==> config.mk <==
export PLATFORM = sky130hd
export DESIGN_NAME = shift_add_mult_ctrl_flat
export DESIGN_NICKNAME = d
export VERILOG_FILES = /design/src/rtl/shift_add_mult_ctrl_if.sv /design/src/rtl/shift_add_mult_ctrl.sv /design/src/flat_wrapper.sv
export SDC_FILE = /design/constraint.sdc
export NUM_CORES = 1
export LEC_CHECK = 0
export CORE_MARGIN = 1.5
export CORE_UTILIZATION = 50
export DETAILED_ROUTE_END_ITERATION = 8
export PLACE_DENSITY = 0.8
export SLEW_MARGIN = 40
export SYNTH_ARGS = -nofsm -noshare
export SYNTH_HDL_FRONTEND = slang
export SYNTH_SLANG_ARGS = --single-unit
==> constraint.sdc <==
create_clock -name clock -period 2.78 [get_ports clock]
set_input_delay 0.278 -clock clock [delete_from_list [all_inputs] [get_ports clock]]
set_output_delay 0.278 -clock clock [all_outputs]
set_load 0.01 [all_outputs]
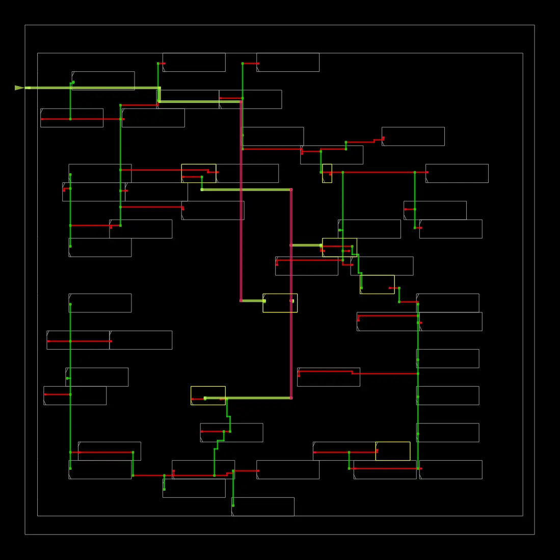
**Above:** run 1 (clock nets).
clk ins delay skew pair: 0.29 ns
clock group total power: 399 µW
CLK BUF: 7
sequential cell count: 45
CTS Buf Count: 5

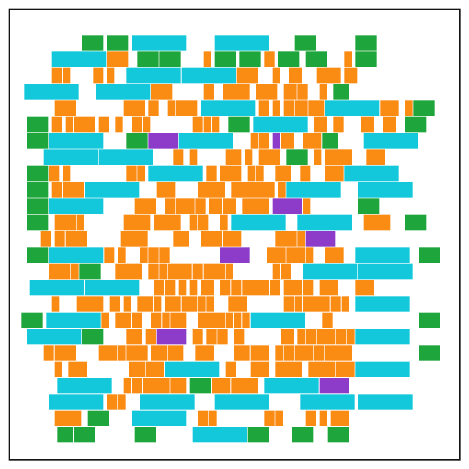
**Above:** run 1 (placement by cell class).
Scale: 6 px per µm.
other buffers and delay cells: shown in green, cells 41, share of their area 13%. flip-flops: shown in cyan, cells 45, share of their area 37%. all other logic: shown in orange, cells 212, share of their area 46%. clock drivers and dummy loads: shown in purple, cells 7, share of their area 2.9%.
FP Rows: 25
Seq/total area: 36.3%
Core Box Area: 0.00485 mm²
Final Core Density: 64.0%
fin area: 0.00310 mm²

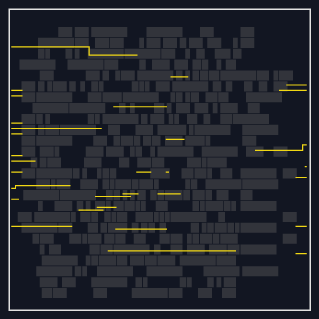
**Above:** run 1 (M3 wires).
Scale: 4 px per µm. Cells faint in the background.
27 nets have wire on it. The layer carries 240 µm of wire. The layer holds 4.7% of the routed length. The wires run mostly horizontal. The longest straight run is 31.7 µm.
routed vias: 2033
Total Routed Length: 5150 µm
GR Util met3: 5.89%

==> results.json, run 1 <==
{
  "yosysCellCount": 269,
  "maxCapViolations": 0,
  "wl_per_cell_um": 13.9,
  "power_leader": "combinational logic",
  "avgSynthCellArea_um2": 9.60,
  "path_delay_family": "AND-OR/OR-AND gates",
  "synthFlopType": "dfrtp_1",
  "use_met1_pct": 26.7,
  "p_leak_uw": 0.00144,
  "syn2layout_area_growth_pct": 20.2,
  "synth-adder-area-share_pct": 9.02,
  "crit_chain": "ha_1, inv_1, fa_1, nor2b_1, o31a_2, o21ai_0, a21o_1, a21boi_0, nor3_1, o31ai_1",
  "route.detailed.drc": 0,
  "largest_area_cell": "dfrtp_1",
  "yosys_warnings": 0,
  "p_seq_uw": 1160,
  "cp.required_ns": 2.98,
  "layout_top_cell": "dfrtp_1",
  "ios": 39,
  "most-common-layout-cells": "dfrtp_1 (45), nand2_1 (40), o21ai_0 (38)",
  "p_comb_share_pct": 54.5,
  "yosysChipArea_mm2": 0.00258,
  "antenna_cells": 0,
  "via_per_inst": 5.47,
  "total_power_uw": 3430,
  "route.met3.wl_um": 239,
  "gr-usage-met2_pct": 33.6,
  "ff2ff_path_depth": 10,
  "drive_gt1_share_pct": 6.23,
  "finalClockPeriodUsage_pct": 86.4,
  "p_int_uw": 2000,
  "swShare_pct": 41.8,
  "taps": 67,
  "critPathKind": "reg -> reg",
  "synthTopCellsByArea": "dfrtp_1 (44%), ha_1 (8.2%), o21ai_0 (7.4%)",
  "comb_share_pct": 44.0,
  "ys_sh_xor_pct": 2.71,
  "slew_headroom_pct": 54.9,
  "top_cells_by_count": "dfrtp_1 (45), nand2_1 (40), o21ai_0 (38), ha_1 (17)",
  "dp_slack_ns": 0.424,
  "layout.nets": 343,
  "root_buffer": "clkbuf_8",
  "nNonClkInverters": 10,
  "seqPwrFrac_pct": 33.9,
  "wl_met1_um": 2450,
  "synth-edff-count": 0,
  "cts_resized": 0,
  "combGateArea_mm2": 0.00137,
  "hold_viol": 0,
  "grt_overflow": 0,
  "compound_area_share_pct": 22.5,
  "logic_gate_count": 202,
  "grt_busiest_layer": "met2",
  "arrival_ns": 2.60,
  "fp_nets": 307,
  "slowest_stage": "dfrtp_1",
  "path_buffers": 1,
  "endpoint_kind": "flip-flop",
  "grt_pass1_wl_um": 8740,
  "fp_util_pct": 53.2,
  "n_fill_cell": 414,
  "ant_nets": 0,
  "track_usage_pct": 20.6,
  "clockBufferDepth": 2,
  "power_frac_clock_pct": 11.7,
  "hold_ws_ns": 0.484,
  "final_cells": 372,
  "cts.sinks": 45,
  "powerComb_uw": 1870,
  "warning_count": 26,
  "cts_hold_buf": 1,
  "power-per-cell-area_mw_per_mm2": 1100,
  "drt_iter0_markers": 106,
  "worst_slack_ns": 0.378,
  "synth_seq_share_pct": 43.6,
  "port_buffers": 38,
  "top_logic_kind": "AND-OR/OR-AND gates",
  "clk_pin_slew_worst_paths_ns": 0.08,
  "ir_drop_mv": 0.570,
  "nonClkBufAreaFrac_pct": 13.0,
  "worstSetupStartpointType": "flip-flop",
  "synth_top_area_share_pct": 43.6,
  "hold_class": "reg -> reg",
  "postCtsSetupBuffers": 0,
  "ff_latch_area_mm2": 0.00113,
  "die-height_um": 74.9,
  "crit_fanout": 4,
  "finalSetupTns_ns": 0,
  "gp_congestion": 0.826,
  "tritoncts": "built",
  "clock.fmax_mhz": 416,
  "grt_antenna_before_repair": 0,
  "grt_pass1_vias": 1909,
  "r2r_slack_ns": 0.38,
  "finalSetupViolCount": 0,
  "status": "complete, no violations",
  "postSynth.asyncResetShare_pct": 100,
  "htree_levels": 2,
  "syn-cell-area_mm2": 0.00258,
  "die_area_mm2": 0.00560,
  "synth.distinct_cells": 41,
  "syn-instance-count": 269,
  "place_inst": 364,
  "crit_cells": 10,
  "yosys.area_share.simple_pct": 12.6,
  "hpwlAfterDp_um": 3650,
  "ys_sh_mux_pct": 5.82,
  "holdPathStages": 2,
  "clkCellAreaFrac_pct": 2.78,
  "highest_layer": "met4",
  "die_w_um": 74.9,
  "synth.most_common_cell": "dfrtp_1",
  "finalMaxSlewViolations": 0,
  "wl_met2_um": 2400,
  "nNonClkBuffers": 41
}
==> run 1 -> run 2 <==
- REMOVE_ABC_BUFFERS: default -> 1
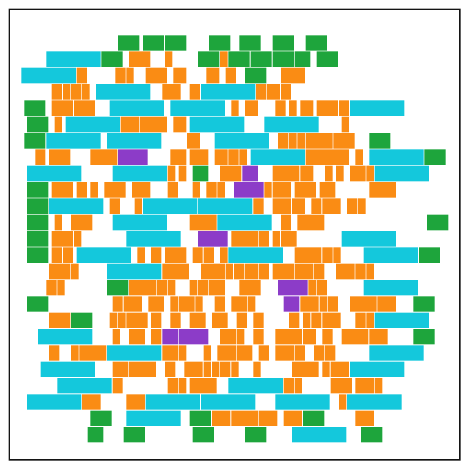
**Above:** run 2 (placement by cell class).
Scale: 6 px per µm.
clock drivers and dummy loads: shown in purple, cells 8, share of their area 3.0%. flip-flops: shown in cyan, cells 45, share of their area 37%. all other logic: shown in orange, cells 212, share of their area 46%. other buffers and delay cells: shown in green, cells 41, share of their area 13%.
fin area: 0.00311 mm²
Seq/total area: 36.2%
Final Core Density: 64.1%

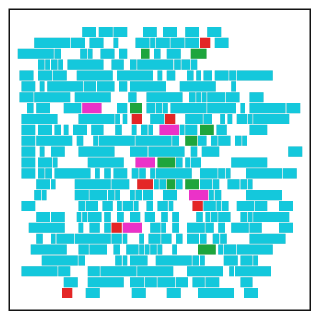
**Above:** run 2 (sizing map).
Scale: 4 px per µm.
drive 3 to 4: shown in red, cells 7. drive 2: shown in green, cells 9. drive 6 and up: shown in magenta, cells 5. drive 1 or less: shown in cyan, cells 285.
Area Growth Syn to Fin: 20.4%
Buffers excl. clock: 41
final setup margin: 0.332 ns

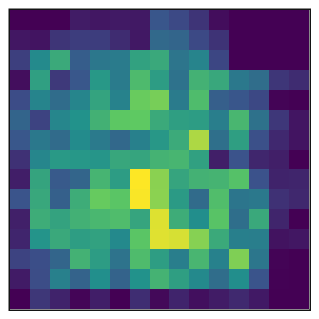
**Above:** run 2 (signal metal coverage by tile).
Scale: 4 px per µm. The die is cut into 15 by 15 equal tiles; dark purple is low, yellow is high, scaled to the fullest tile. Values are wire area over tile area, all layers added.
The densest ninth of the die: centre. The mean over all tiles is 0.14. 35% of the tiles are over half the peak. The emptiest ninth of the die: upper right. 12% of the tiles are nearly empty. The fullest tile reaches 0.39.
Routed WL per cell: 13.9 µm
Total Routed Length: 5170 µm
GRT Overall Usage: 20.1%

==> results.json, run 2 <==
{
  "hold_viol": 0,
  "ff_count": 45,
  "cts_resized": 0,
  "status": "complete, no violations",
  "logic_gate_count": 202,
  "r2r_slack_ns": 0.33,
  "wl_met1_um": 2560,
  "synthFlopType": "dfrtp_1",
  "final_cells": 373,
  "ff_latch_area_mm2": 0.00113,
  "synthTopCellsByArea": "dfrtp_1 (44%), ha_1 (8.2%), o21ai_0 (7.4%)",
  "avgSynthCellArea_um2": 9.60,
  "synth.distinct_cells": 41,
  "finalClockPeriodUsage_pct": 88.1,
  "ant_nets": 0,
  "clock.fmax_mhz": 408,
  "seqPwrFrac_pct": 33.8,
  "layout_top_cell": "dfrtp_1",
  "cp.required_ns": 2.98,
  "nonClkBufAreaFrac_pct": 13.0,
  "synth.most_common_cell": "dfrtp_1",
  "ys_sh_xor_pct": 2.71,
  "top_logic_kind": "AND-OR/OR-AND gates",
  "grt_start_max_net_pins": 46,
  "fin_crit_ns": 2.45,
  "holdPathStages": 2,
  "crit_chain": "ha_1, a211oi_1, nor2_1, o41ai_1, o211ai_2, nand3_1, or4b_1, o311ai_1",
  "insertion_delay_ns": 0.30,
  "powerComb_uw": 1870,
  "ys_sh_mux_pct": 5.82,
  "hold_class": "reg -> reg",
  "grt_overflow": 0,
  "wl_met2_um": 2410,
  "slew_headroom_pct": 54.8,
  "yosysCellCount": 269,
  "hpwlAfterDp_um": 3630,
  "route.detailed.drc": 0,
  "synth_flops": 45,
  "post_dp_cell_area_mm2": 0.00301,
  "most-common-layout-cells": "dfrtp_1 (45), nand2_1 (40), o21ai_0 (38)",
  "worstSetupStartpointType": "flip-flop",
  "yosysChipArea_mm2": 0.00258,
  "dp_slack_ns": 0.377,
  "p_seq_uw": 1160,
  "die-height_um": 74.9,
  "p_leak_uw": 0.00143,
  "clk_pin_slew_worst_paths_ns": 0.09,
  "critPathKind": "reg -> reg",
  "htree_levels": 2,
  "drt_iter0_markers": 125,
  "p_int_uw": 1970,
  "grt_antenna_before_repair": 0,
  "synth_top_area_share_pct": 43.6,
  "die_area_mm2": 0.00560,
  "finalMaxSlewViolations": 0,
  "clkCellAreaFrac_pct": 2.94,
  "largest_class": "combinational gates",
  "arrival_ns": 2.65,
  "yosys_warnings": 0,
  "cts.sinks": 45,
  "path_delay_family": "AND-OR/OR-AND gates",
  "grt_pass1_wl_um": 8580,
  "drt_pass1_iterations": 4,
  "grt_busiest_layer": "met2",
  "synth-adder-area-share_pct": 9.02,
  "finalSetupViolCount": 0,
  "use_met1_pct": 27.9,
  "n_fill_cell": 413,
  "switching_power_uw": 1470,
  "highest_layer": "met4",
  "synth-edff-count": 0,
  "endpoint_kind": "flip-flop",
  "path_buffers": 0,
  "power-per-cell-area_mw_per_mm2": 1110,
  "row_count": 25,
  "layout.nets": 343,
  "nNonClkInverters": 10,
  "syn-instance-count": 269,
  "grt_pass1_vias": 1881,
  "cts_buffers": 5,
  "finalSetupTns_ns": 0,
  "maxCapViolations": 0,
  "combGateArea_mm2": 0.00137,
  "compound_area_share_pct": 22.5,
  "port_buffers": 38,
  "yosys.area_share.simple_pct": 12.6,
  "gp_congestion": 0.832,
  "total_power_uw": 3440,
  "top_cells_by_count": "dfrtp_1 (45), nand2_1 (40), o21ai_0 (38), ha_1 (17)",
  "crit_fanout": 5,
  "p_comb_share_pct": 54.3,
  "max_slew.worst_pin.slew_ns": 0.678,
  "root_buffer": "clkbuf_8",
  "ir_drop_mv": 0.669,
  "tritoncts": "built",
  "via_per_inst": 5.52,
  "slowest_stage": "o41ai_1",
  "taps": 67,
  "comb_share_pct": 44.0,
  "antenna_cells": 0,
  "power_frac_clock_pct": 11.9,
  "p_clk_uw": 410,
  "fp_util_pct": 53.2,
  "die_w_um": 74.9,
  "num_vias": 2060,
  "rsz0062_at_grt": "false",
  "crit_cells": 8,
  "grtUsageMet3_pct": 3.75,
  "drive_gt1_share_pct": 6.86,
  "hold_ws_ns": 0.492,
  "route.met3.wl_um": 152,
  "finClkSkew_ns": 0.00591,
  "clockBufferDepth": 2,
  "power_leader": "combinational logic",
  "warning_count": 25,
  "postCtsSetupBuffers": 0,
  "ios": 39,
  "core_mm2": 0.00485,
  "n_clock_buffer": 5,
  "ff2ff_path_depth": 8,
  "synth_seq_share_pct": 43.6,
  "largest_area_cell": "dfrtp_1",
  "cts_hold_buf": 1,
  "place_inst": 364,
  "syn-cell-area_mm2": 0.00258,
  "postSynth.asyncResetShare_pct": 100,
  "gr-usage-met2_pct": 32.1,
  "swShare_pct": 42.7,
  "critPathMaxStageDelay_ns": 0.43
}
Power figures rest on the tool's default switching activity, not on a simulated workload.
